### config.mk
export PLATFORM = sky130hd
export DESIGN_NAME = fetch_sequencer
export DESIGN_NICKNAME = d
export VERILOG_FILES = /design/src/rtl/fetch_sequencer.sv
export SDC_FILE = /design/constraint.sdc
export NUM_CORES = 1
export LEC_CHECK = 0
export CAP_MARGIN = 20
export CORE_ASPECT_RATIO = 0.5
export CORE_MARGIN = 5
export CORE_UTILIZATION = 35
export CTS_CLUSTER_SIZE = 16
export DETAILED_ROUTE_END_ITERATION = 7
export PLACE_DENSITY_LB_ADDON = 0.2
export SLEW_MARGIN = 20
export SYNTH_ARGS = -nofsm -noshare
export SYNTH_HDL_FRONTEND = slang
export SYNTH_SLANG_ARGS = --single-unit
### constraint.sdc
create_clock -name clk -period 2.3 [get_ports clk]
set_clock_uncertainty 0.15 [all_clocks]
set_input_delay 0.345 -clock clk [delete_from_list [all_inputs] [get_ports clk]]
set_output_delay 0.345 -clock clk [all_outputs]
set_load 0.02 [all_outputs]
### src/rtl/fetch_sequencer.sv
// Instruction-fetch controller: owns the PC, captures imem words into a one-entry
// valid/ready output register, stops on HALT_WORD. Optional FETCH_PERF_EN adds a delivered-instruction counter.
module fetch_sequencer #(
   parameter int unsigned          ADDR_W    = 8,
   parameter logic [ADDR_W-1:0]    RESET_PC  = '0,
   parameter logic [31:0]          HALT_WORD = 32'hFFFF_FFFF
) (
   input  logic              clk,
   input  logic              reset,
   output logic [ADDR_W-1:0] imem_addr,
   input  logic [31:0]       imem_data,
   input  logic              redirect_valid,
   input  logic [ADDR_W-1:0] redirect_pc,
   input  logic              resume,
   output logic              out_valid,
   input  logic              out_ready,
   output logic [31:0]       out_instr,
   output logic [ADDR_W-1:0] out_pc,
   output logic              halted,
   output logic [15:0]       fetch_count
);

   typedef enum logic [1:0] {
      ST_RUN   = 2'd0,
      ST_DRAIN = 2'd1,
      ST_HALT  = 2'd2
   } state_t;

   state_t            state_q, state_d;
   logic [ADDR_W-1:0] pc_q, pc_d;
   logic              out_valid_q, out_valid_d;
   logic [31:0]       out_instr_q, out_instr_d;
   logic [ADDR_W-1:0] out_pc_q, out_pc_d;
   logic              halted_q, halted_d;

   logic handshake;
   logic slot_free;
   logic is_halt_word;

   assign handshake    = out_valid_q & out_ready;
   assign slot_free    = ~out_valid_q | out_ready;
   assign is_halt_word = (imem_data == HALT_WORD);

   // Next-state and output-register logic; redirect overrides everything else.
   always_comb begin
      state_d     = state_q;
      pc_d        = pc_q;
      out_valid_d = out_valid_q;
      out_instr_d = out_instr_q;
      out_pc_d    = out_pc_q;

      unique case (state_q)
         ST_RUN: begin
            if (is_halt_word) begin
               // Empty after this cycle means straight to HALT; otherwise wait for the drain.
               if (slot_free) begin
                  out_valid_d = 1'b0;
                  state_d     = ST_HALT;
               end else begin
                  state_d     = ST_DRAIN;
               end
            end else if (slot_free) begin
               out_instr_d = imem_data;
               out_pc_d    = pc_q;
               out_valid_d = 1'b1;
               pc_d        = pc_q + ADDR_W'(1);
            end
         end
         ST_DRAIN: begin
            if (handshake) begin
               out_valid_d = 1'b0;
               state_d     = ST_HALT;
            end
         end
         ST_HALT: begin
            out_valid_d = 1'b0;
            if (resume) begin
               pc_d    = pc_q + ADDR_W'(1);
               state_d = ST_RUN;
            end
         end
         default: begin
            state_d     = ST_RUN;
            out_valid_d = 1'b0;
         end
      endcase

      if (redirect_valid) begin
         pc_d        = redirect_pc;
         out_valid_d = 1'b0;
         state_d     = ST_RUN;
      end

      halted_d = (state_d == ST_HALT);
   end

   always_ff @(posedge clk) begin
      if (reset) begin
         state_q     <= ST_RUN;
         pc_q        <= RESET_PC;
         out_valid_q <= 1'b0;
         out_instr_q <= 32'h0;
         out_pc_q    <= '0;
         halted_q    <= 1'b0;
      end else begin
         state_q     <= state_d;
         pc_q        <= pc_d;
         out_valid_q <= out_valid_d;
         out_instr_q <= out_instr_d;
         out_pc_q    <= out_pc_d;
         halted_q    <= halted_d;
      end
   end

   assign imem_addr = pc_q;
   assign out_valid = out_valid_q;
   assign out_instr = out_instr_q;
   assign out_pc    = out_pc_q;
   assign halted    = halted_q;

`ifdef FETCH_PERF_EN
   logic [15:0] fetch_count_q, fetch_count_d;

   // Saturating count of delivered instructions, including one accepted during a redirect.
   always_comb begin
      fetch_count_d = fetch_count_q;
      if (handshake && (fetch_count_q != 16'hFFFF)) begin
         fetch_count_d = fetch_count_q + 16'd1;
      end
   end

   always_ff @(posedge clk) begin
      if (reset) begin
         fetch_count_q <= 16'h0;
      end else begin
         fetch_count_q <= fetch_count_d;
      end
   end

   assign fetch_count = fetch_count_q;
`else
   assign fetch_count = 16'h0000;
`endif

endmodule

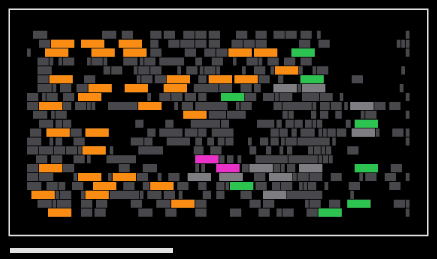
Figure 1: run 1, sequential cells colored by netlist name.
Scale bar: 50 um. Other sequential cells in the stronger gray, the rest of the logic in the fainter gray.
name in the netlist	color	sequential cells
`out_pc`	green	8
`out_instr`	orange	32
`state_q`	magenta	2
not colored	10
flop share of the area: 0.272
sequential cell area: 1040 um2
sequential group power: 996 uW
share of the core filled with cells: 0.570

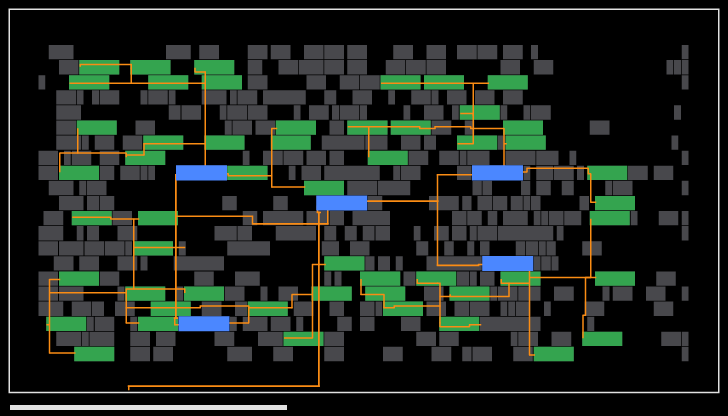
Figure 2: run 1, clock network drawn from the DEF.
Scale bar: 50 um.
[clock drivers] blue | count: 5
[flip-flops] green | count: 52
[clock wires] orange | length: 664 um
routed clock nets	6
clock-net power: 832 uW
portion of total power attributed to the clock network: 0.364
latest clock arrival within the worst-skew pair: 0.29 ns

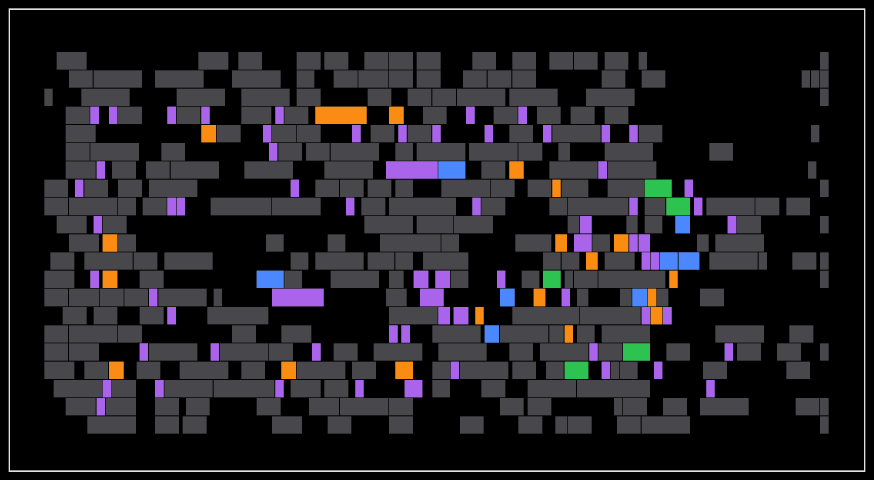
Figure 3: run 1, gate-type map.
family	color	cells
NAND gates	orange	19
AND and OR gates	blue	8
AND-OR and OR-AND gates	green	5
NOR gates	purple	66
Top cell excl fill/tap: clkdlybuf4s50_1
combinational share of cell area: 0.334
final standard cell count with taps included and fillers excluded: 452

==> results.txt, run 1 <==
Purpose: to document the outcome of synthesis and place and route.

Synthesis
In this run, synthesis produced a sequential element count of 52. The main flop type after synthesis is dfxtp_1. The share of synthesized registers carrying an async set or reset is 0.

The count of cell types in the netlist is 44. The commonest cells after synthesis are 55 x nor2_1, 52 x dfxtp_1, 40 x mux2i_1. The leading area contributor after synthesis is dfxtp_1. According to the Yosys statistics, the synthesized design has a chip area of 2420 um2.

The number of cells produced by synthesis is 249.

Worst setup path
On the critical path the data arrives at 2.24 ns. The worst setup path is launched from an input pin. The critical path is of the in -> reg type.

The flop-to-flop setup slack is 0.31 ns. Per STA, the highest per-stage delay on the worst path measures 0.44 ns.

Global route
The first global-routing pass estimated 10300 um of wire. Total global-route track usage over all layers is 0.146. The initial antenna violation count was 0.

Clock tree
The number of buffers inserted by hold repair at cts is 0. The clock net in this run drives a total of 52 sinks.

Route
The post-detailed-route via-to-cell ratio is 4.80. Across all layers, the routed design uses 2168 vias. The number of DRC markers in iteration 0 is 104.

Power
The internal cell power is 1.70 mW. The worst vdd rail ir drop is 362 uV. The switching portion of total power is 0.256.

Die
According to the floorplan report, the total die area is 8780 um2. The starting density of the core is 0.361.

Place
The count of buffers added on input and output ports is 94.

Finish
After filler insertion, the fill cell instance count of the layout stands at 593. The class occupying the most area after layout is reported as combinational gates.

Outcome
The flow ran to the end, and the final reports show no timing, DRC or antenna violations.

Min path
The tightest min-delay check is of the in -> reg type.
-- run 1: path summary, 6_finish.rpt --
kind                                    start            end  cells past startpoint
worst max-delay path            imem_data[31]  out_instr[13]                      9
worst min-delay path             imem_data[8]   out_instr[8]                      3
worst max register to register     state_q[1]   imem_addr[4]                      6
worst min register to register      out_pc[1]      out_pc[1]                      2
-- run 1: power by group through the flow --
stage / sequential [mW] / combinational [mW] / clock (mW)
2_1_floorplan: 1.08 / 0.170 / 0
3_3_place_gp: 1.01 / 0.446 / 0
3_5_place_dp: 1.02 / 0.451 / 0
4_1_cts: 0.996 / 0.455 / 0.856
5_1_grt: 1.00 / 0.492 / 0.897
6_report: 0.996 / 0.459 / 0.832
-- run 1: state kept, by name, indices dropped and copies added (netlist names) --
register	cells
state_q	2
out_pc	8
imem_addr	8
out_instr	32
out_valid	1
halted	1
-- run 1: per-stage QoR --
| stage | setup WS (ns) | power, mW | utilization | setup TNS, ns |
|---|---|---|---|---|
| after floorplan | 0.384 | 1.25 | - | 0 |
| after global placement | -0.268 | 1.46 | 0.523 | -7.80 |
| after detailed placement | -0.315 | 1.47 | 0.523 | -9.75 |
| after CTS | 0.000709 | 2.31 | 0.550 | 0 |
| after global routing | -0.0136 | 2.39 | 0.570 | -0.0136 |
| final | 0.0916 | 2.29 | 0.570 | 0 |
-- run 1: cell usage in the layout (no fill, tap or decap), types with 2 or more instances in the layout --
master / synthesis / layout
nor4_4: 2 / 2
buf_4: 16 / 17
nor3_1: 3 / 3
nor3b_1: 2 / 2
nand2_1: 5 / 5
or4_4: 2 / 2
clkbuf_16: 0 / 6
clkdlybuf4s50_1: 0 / 75
a21oi_1: 2 / 2
o2111a_1: 2 / 2
nand3_1: 4 / 4
or2_2: 2 / 2
nor2b_1: 2 / 2
dlymetal6s2s_1: 0 / 18
dfxtp_1: 52 / 52
a31oi_1: 2 / 2
inv_1: 3 / 3
o21ai_0: 4 / 4
a211oi_1: 3 / 3
nor2_1: 55 / 55
nand4_1: 8 / 8
mux2i_1: 40 / 40
buf_6: 0 / 2
conb_1: 1 / 16
buf_12: 0 / 2
a2111oi_2: 3 / 2
a2111oi_4: 2 / 3
-- run 1: worst max-delay path: cells and delay by family --
| kind | cells | cell delay (ns) |
|---|---|---|
| AOI/OAI and AO/OA | 1 | 0.43 |
| buffers and inverters | 4 | 0.93 |
| muxes | 1 | 0.22 |
| and+or+nand+nor | 3 | 0.33 |
-- run 1: cells by family after synthesis --
group                    Yosys count  share of synthesized area
other                              1                    0.00155
buffers and inverters             33                     0.0786
adder cells (fa/ha/maj)            1                    0.00517
AND/OR/NAND/NOR                   93                      0.199
multiplexers                      40                      0.165
AND-OR/OR-AND                     29                      0.120
flip-flops                        52                      0.430
-- run 1: metal layers --
metal  GRT usage  routed length [um]  vias up  part of all wire
met1       0.186                3020     1019              0.45
li1            -                   -     1071                 -
met2       0.249                3120       71              0.47
met3      0.0454                 437        7             0.066
met5           0                   0        -                 0
met4      0.0317                  72        0             0.011
==> run 1 -> run 2 <==
--- a/config.mk
+++ b/config.mk
@@ -7,7 +7,6 @@
 export LEC_CHECK = 0
 export CAP_MARGIN = 20
 export CORE_ASPECT_RATIO = 0.5
-export CORE_MARGIN = 5
 export CORE_UTILIZATION = 35
 export CTS_CLUSTER_SIZE = 16
 export DETAILED_ROUTE_END_ITERATION = 7
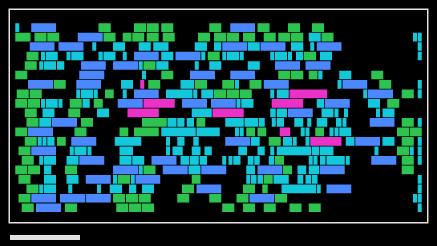
Figure 4: run 2, placed cells, one color a class.
Scale bar: 20 um.
class	color	cells
flops	blue	52
combinational and other logic	cyan	183
clock drivers and dummy loads	magenta	8
other buffers and delay cells	green	110
share of the core filled with cells: 0.579
count of standard-cell rows: 20
area of the core region: 6360 um2
flop share of the area: 0.283
post-route standard cell area excluding fillers: 3680 um2

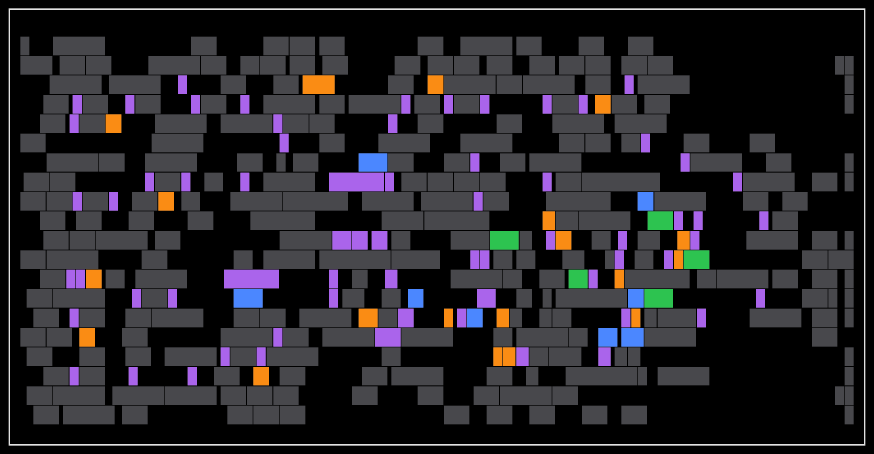
Figure 5: run 2, gate-type map.
family	color	cells
NAND gates	orange	19
AND-OR and OR-AND gates	green	5
NOR gates	purple	66
AND and OR gates	blue	8
combinational share of cell area: 0.344
final standard cell count with taps included and fillers excluded: 441

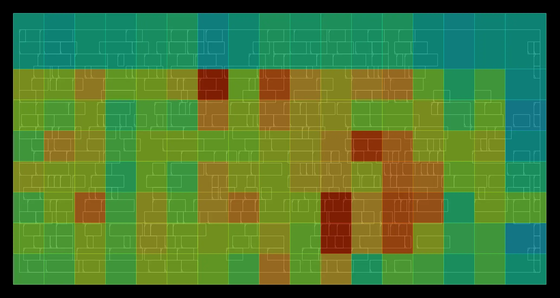
Figure 6: run 2, routing congestion map.
peak-usage layer in the global routing report: met2
average detailed-routed wire length per instance: 13.8 um
GR met1 Demand/Resource: 0.214
GRT met2 Usage: 0.289
global router's overall resource usage: 0.169

==> run 2 against run 1 <==
Effect of this change: first-iteration DRC count fell by 21%; non-clock buffer count fell by 7; worst hold slack improved by 0.028 ns; sequential cell count did not move; via count fell by 1.4%; utilization rose by 0.90 points; largest cell class unchanged; die area fell by 17%; routed wire length fell by 8.6%; cell count fell by 2.4%; critical endpoint is now imem_addr[1]; sequential power barely moved.
==> results.txt, run 2 <==
Purpose: to document the outcome of synthesis and place and route.

Outcome
The run finished with clean final reports.

Synthesis
The summed standard-cell area reported by yosys is 2420 um2 (unchanged). The share of synthesized registers carrying an async set or reset is 0 (unchanged). The register bit total from synthesis is 52 (unchanged).

The number of cells produced by synthesis is 249 (unchanged). The leading area contributor after synthesis is dfxtp_1.

Route
The number of DRC markers in iteration 0 is 82 (-21%). The post-detailed-route via-to-cell ratio is 4.85 (+1.0%). The number of vias after detailed routing is 2137 (-1.4%).

Worst setup path
The family with the most delay on the worst path is simple AND/OR/NAND/NOR gates. The worst setup path startpoint is imem_data[24]. The start-to-end type of the worst setup path is in -> reg. The sum of buffers and inverters on the critical path was 2 (-2). The worst endpoint data arrival time is 2.33 ns (+0.09 ns).

STA classifies the critical path startpoint as an input pin. The largest incremental delay on the critical path is 0.60 ns (+0.16 ns).

Finish
The flip-flop count of the largest register after layout is 32 (unchanged). The filler cell count is 545 (-8.1%). The library cells used most frequently in the layout, excluding fill and tap cells, are 92 x clkdlybuf4s50_1, 55 x nor2_1, 52 x dfxtp_1, 40 x mux2i_1, 16 x conb_1. The most frequent logic cell in the layout is clkdlybuf4s50_1.

Min path
The class of the tightest hold or removal check is in -> reg. Looking at hold timing, the worst path starts from imem_data[23].

Global route
The global-route wire length before repair is 9690 um (-6.3%). The initial antenna violation count is 0 (unchanged).

Place
The number of buffers inserted by port buffering is 94 (unchanged).

Clock tree
The clock sink total is 52 (unchanged). The insertion delay to the later sink of the worst-skew pair is 0.29 ns (about the same). The number of buffers inserted by hold repair at cts came to 0 (unchanged).

Power
The worst vdd rail ir drop is 510 uV (+41%). The power consumption is 2.30 mW (+0.62%).
run 2: cell counts after synthesis:
Identical to the previous run, type by type.
run 2: cells by family after synthesis:
family                   synth area share
adder cells (fa/ha/maj)           0.00517
other                             0.00155
buffers and inverters              0.0786
AND/OR/NAND/NOR                     0.199
flip-flops                          0.430
multiplexers                        0.165
AND-OR/OR-AND                       0.120
run 2: cell type report:
class / instances / share of cell area
Timing Repair Buffer: 110 / 0.294
Tap cell: 88 / 0.0299
Clock inverter: 2 / 0.0105
Inverter: 4 / 0.00408
Sequential cell: 52 / 0.283
Multi-Input combinational cell: 179 / 0.344
Clock buffer: 6 / 0.0350
run 2: path summary, 6_finish.rpt:
check                        to  cells past startpoint  slack [ns]
hold / removal    out_instr[23]                      3        0.21
hold reg to reg       out_pc[3]                      2        0.34
setup reg to reg   imem_addr[5]                      6        0.30
setup / recovery   imem_addr[1]                      7        0.04
run 2: timing repair:
| action | 4_1_cts | 5_1_grt |
|---|---|---|
| buffers inserted | 0 | 1 |
| endpoints found under the setup margin | 1 | 4 |
| pin swaps | 4 | 3 |
| gates resized | 0 | 3 |
run 2: through the flow:
| step | instance area [um2] | setup slack [ns] |
|---|---|---|
| 6_report | 3680 | 0.0379 |
| 5_1_grt | 3680 | -0.00728 |
| 4_1_cts | 3650 | 0.0202 |
| 3_5_place_dp | 3480 | -0.315 |
| 3_3_place_gp | 3480 | -0.237 |
| 2_1_floorplan | 2480 | 0.384 |
run 2: layer usage:
metal | vias to the layer above | share of wire | GRT usage
met5 | - | 0 | 0
met4 | 0 | 0.0089 | 0.0339
met3 | 6 | 0.071 | 0.0573
met2 | 83 | 0.46 | 0.289
met1 | 985 | 0.46 | 0.214
li1 | 1063 | - | -
run 2: worst min-delay path: cells and delay by family:
family        cells  cell delay (ns)
simple gates      1             0.08
mux               1             0.08
buf+inv           1             0.11
run 2: power by group:
part           total [mW]  internal [mW]  switching (mW)  leakage (nW)
registers           0.997          0.955          0.0421         0.431
clock network       0.857          0.518           0.338        0.0815
logic               0.448          0.231           0.217          1.15
==> run 2 -> run 3 <==
--- a/config.mk
+++ b/config.mk
@@ -7,6 +7,7 @@
 export LEC_CHECK = 0
 export CAP_MARGIN = 20
 export CORE_ASPECT_RATIO = 0.5
+export CORE_MARGIN = 1.5
 export CORE_UTILIZATION = 35
 export CTS_CLUSTER_SIZE = 16
 export DETAILED_ROUTE_END_ITERATION = 7
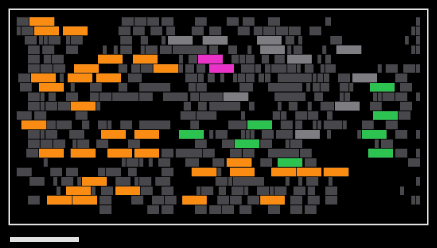
Figure 7: run 3, sequential cells colored by netlist name.
Scale bar: 20 um. Other sequential cells in the stronger gray, the rest of the logic in the fainter gray.
name in the netlist	color	sequential cells
`out_instr`	orange	32
`state_q`	magenta	2
`out_pc`	green	8
share of the core filled with cells: 0.559
flop share of the area: 0.279

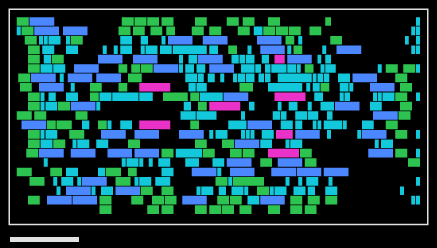
Figure 8: run 3, placed cells, one color a class.
Scale bar: 20 um.
class	color	cells
flops	blue	52
clock drivers and dummy loads	magenta	7
combinational and other logic	cyan	183
other buffers and delay cells	green	114
count of standard-cell rows: 21
area of the core region: 6670 um2
post-route standard cell area excluding fillers: 3730 um2

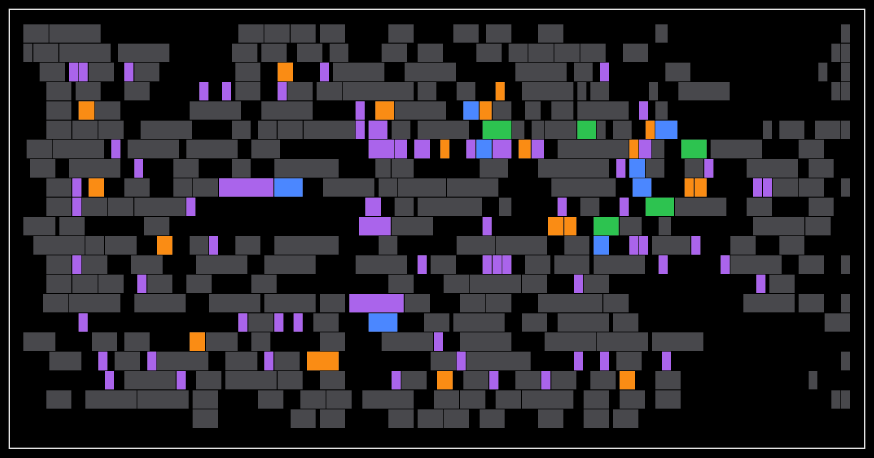
Figure 9: run 3, gate-type map.
family	color	cells
AND-OR and OR-AND gates	green	5
AND and OR gates	blue	8
NAND gates	orange	19
NOR gates	purple	66
combinational share of cell area: 0.341
final standard cell count with taps included and fillers excluded: 448

==> run 3 against run 2 <==
Effect of this change: sequential power about the same; die area is 2.5% higher; synthesized cell count unchanged; maximum frequency increased by 2.6%; worst hold slack got worse by 0.015 ns; synthesized area unchanged; sequential share of layout area down 0.38 points; critical endpoint is now imem_addr[3]; final area up 1.4%; global-route usage fell by 1.0 points; largest power group unchanged; critical path depth shrank 1; cell count rose by 1.6%; power fell by 5.0%; critical path type unchanged.
==> results.txt, run 3 <==
Purpose: to document the outcome of synthesis and place and route.

Clock tree
TritonCTS built the clock tree. The insertion delay to the later sink of the worst-skew pair came to 0.28 ns (about the same). The clock sink total came to 52 (unchanged). The number of buffers inserted by hold repair at cts is 0 (unchanged).

Finish
The flip-flop count of the largest register after layout is 32 (unchanged). The post-synthesis to final-layout area growth is 54.2%. The number of antenna cells inserted is 0. The most frequent logic cell in the layout is clkdlybuf4s50_1. Leaving out fill and tap cells, the most frequent cells in the layout are 86 x clkdlybuf4s50_1, 55 x nor2_1, 52 x dfxtp_1, 40 x mux2i_1.

The layout summary lists the proportion of cells stronger than drive strength 1 as 0.124.

Route
The highest routing layer actually used is met4. The number of DRC markers in iteration 0 is 71 (-13%). The post-detailed-route via-to-cell ratio is 4.88 (+0.69%). The wire length on met2 is 2840 um (+1.1%). The number of vias after detailed routing is 2186 (+2.3%). The routed length on met1 is 2830 um (+1.8%). The wire length on met3 is 401 um (-7.4%).

The average detailed-routed wire length per instance is 13.6 um (-0.96%).

Final timing
The final tally of setup violations is 0. The worst setup slack after layout is 0.0947 ns (+0.0568 ns).

Place
The placement-stage worst setup slack came to -0.288 ns (+0.0267 ns). The number of buffers inserted by port buffering came to 94 (unchanged).

Power
The internal cell power came to 1.62 mW (-5.2%). The relative contribution of the clock network to total power was 0.338 (-0.034). The sequential power share is 0.456 (+0.023). The worst vdd rail ir drop is 282 uV (-45%). The switching portion of total power is 0.261 (+0.00122). The net switching power of the design is 571 uW (-4.6%). The combinational share of power is 0.206 (+0.011). The power consumption is 2.19 mW (-5.0%). The script extracted a total leakage power of 1.73 nW.

Worst setup path
STA classifies the critical path startpoint as an input pin. The worst endpoint required time is 2.29 ns. The worst endpoint data arrival time is 2.19 ns (-0.14 ns).

By startpoint and endpoint, the worst setup path is classified as in -> reg. The largest incremental delay on the critical path was 0.60 ns (about the same).

Global route
The overall fraction of global-route tracks in use is 0.159 (-0.0100). The global-route wire length before repair came to 9400 um (-3.0%). The initial antenna violation count came to 0 (unchanged).

Synthesis
The leading area contributor after synthesis is dfxtp_1. The number of cells produced by synthesis is 249 (unchanged). The summed standard-cell area reported by yosys was 2420 um2 (unchanged).

The register bit total from synthesis is 52 (unchanged). The share of synthesized registers carrying an async set or reset is 0 (unchanged). During synthesis, Yosys emitted a total of 0 warnings.

Min path
The worst hold path belongs to the class in -> reg.

Outcome
The flow ran to the end, and the final reports show no timing, DRC or antenna violations.
run 3: netlist changes by cell type in the layout (fill, tap and decap cells not counted), sizes merged:
cell / delta
buf: +3
bufinv: -1
clkbuf: +1
clkdlybuf4s50: -6
clkinv: +1
dlymetal6s2s: +6
inv: -1
run 3: final cells by class:
| type | instances | area, um2 |
|---|---|---|
| timing repair buffer | 114 | 1140 |
| sequential | 52 | 1040 |
| clock inverter | 1 | 8.76 |
| multi-input combinational | 179 | 1270 |
| tap | 92 | 115 |
| fill | 628 | 2940 |
| inverter | 4 | 15.0 |
| clock buffer | 6 | 139 |
run 3: power groups by stage:
stage / registers, mW / logic, mW / clock network [mW]
final: 0.996 / 0.451 / 0.739
after CTS: 0.996 / 0.447 / 0.763
after global routing: 1.00 / 0.483 / 0.811
after global placement: 1.01 / 0.439 / 0
after detailed placement: 1.02 / 0.445 / 0
after floorplan: 1.08 / 0.170 / 0
run 3: path summary, 6_finish.rpt:
check,startpoint,endpoint,slack [ns],cells after the start
setup / recovery,imem_data[7],imem_addr[3],0.09,6
hold / removal,imem_data[21],out_instr[21],0.20,3
setup reg to reg,state_q[1],imem_addr[5],0.33,6
hold reg to reg,out_instr[21],out_instr[21],0.35,2
run 3: per-stage QoR:
step	hold slack [ns]	area, um2	std cells
final	0.197	3730	448
after global placement	0.321	3480	436
after floorplan	0.311	2480	264
after global routing	0.210	3730	448
after CTS	0.350	3620	443
after detailed placement	0.332	3480	436
run 3: layer usage:
layer  track usage  up-vias
met5             0        -
met2         0.283       73
met3        0.0484        5
li1              -     1066
met1         0.198     1042
met4        0.0353        0
run 3: cell families after synthesis:
logic type / count (synthesis) / synth area share
DFF: 52 / 0.430
muxes: 40 / 0.165
buffers and inverters: 33 / 0.0786
and+or+nand+nor: 93 / 0.199
adders and majority gates: 1 / 0.00517
other: 1 / 0.00155
AOI/OAI and AO/OA: 29 / 0.120
run 3: timing repair:
item,in CTS,in global routing
gates resized,0,13
pin swaps,1,11
buffers inserted,0,4
endpoints found under the hold margin,0,0
cloned,0,1
endpoints found under the setup margin,1,18
run 3: critical path: cells and delay by family:
family	cells	cell delay (ns)
compound gates	3	0.58
simple gates	2	0.79
buf+inv	1	0.48
Power and IR drop assume default switching activity.
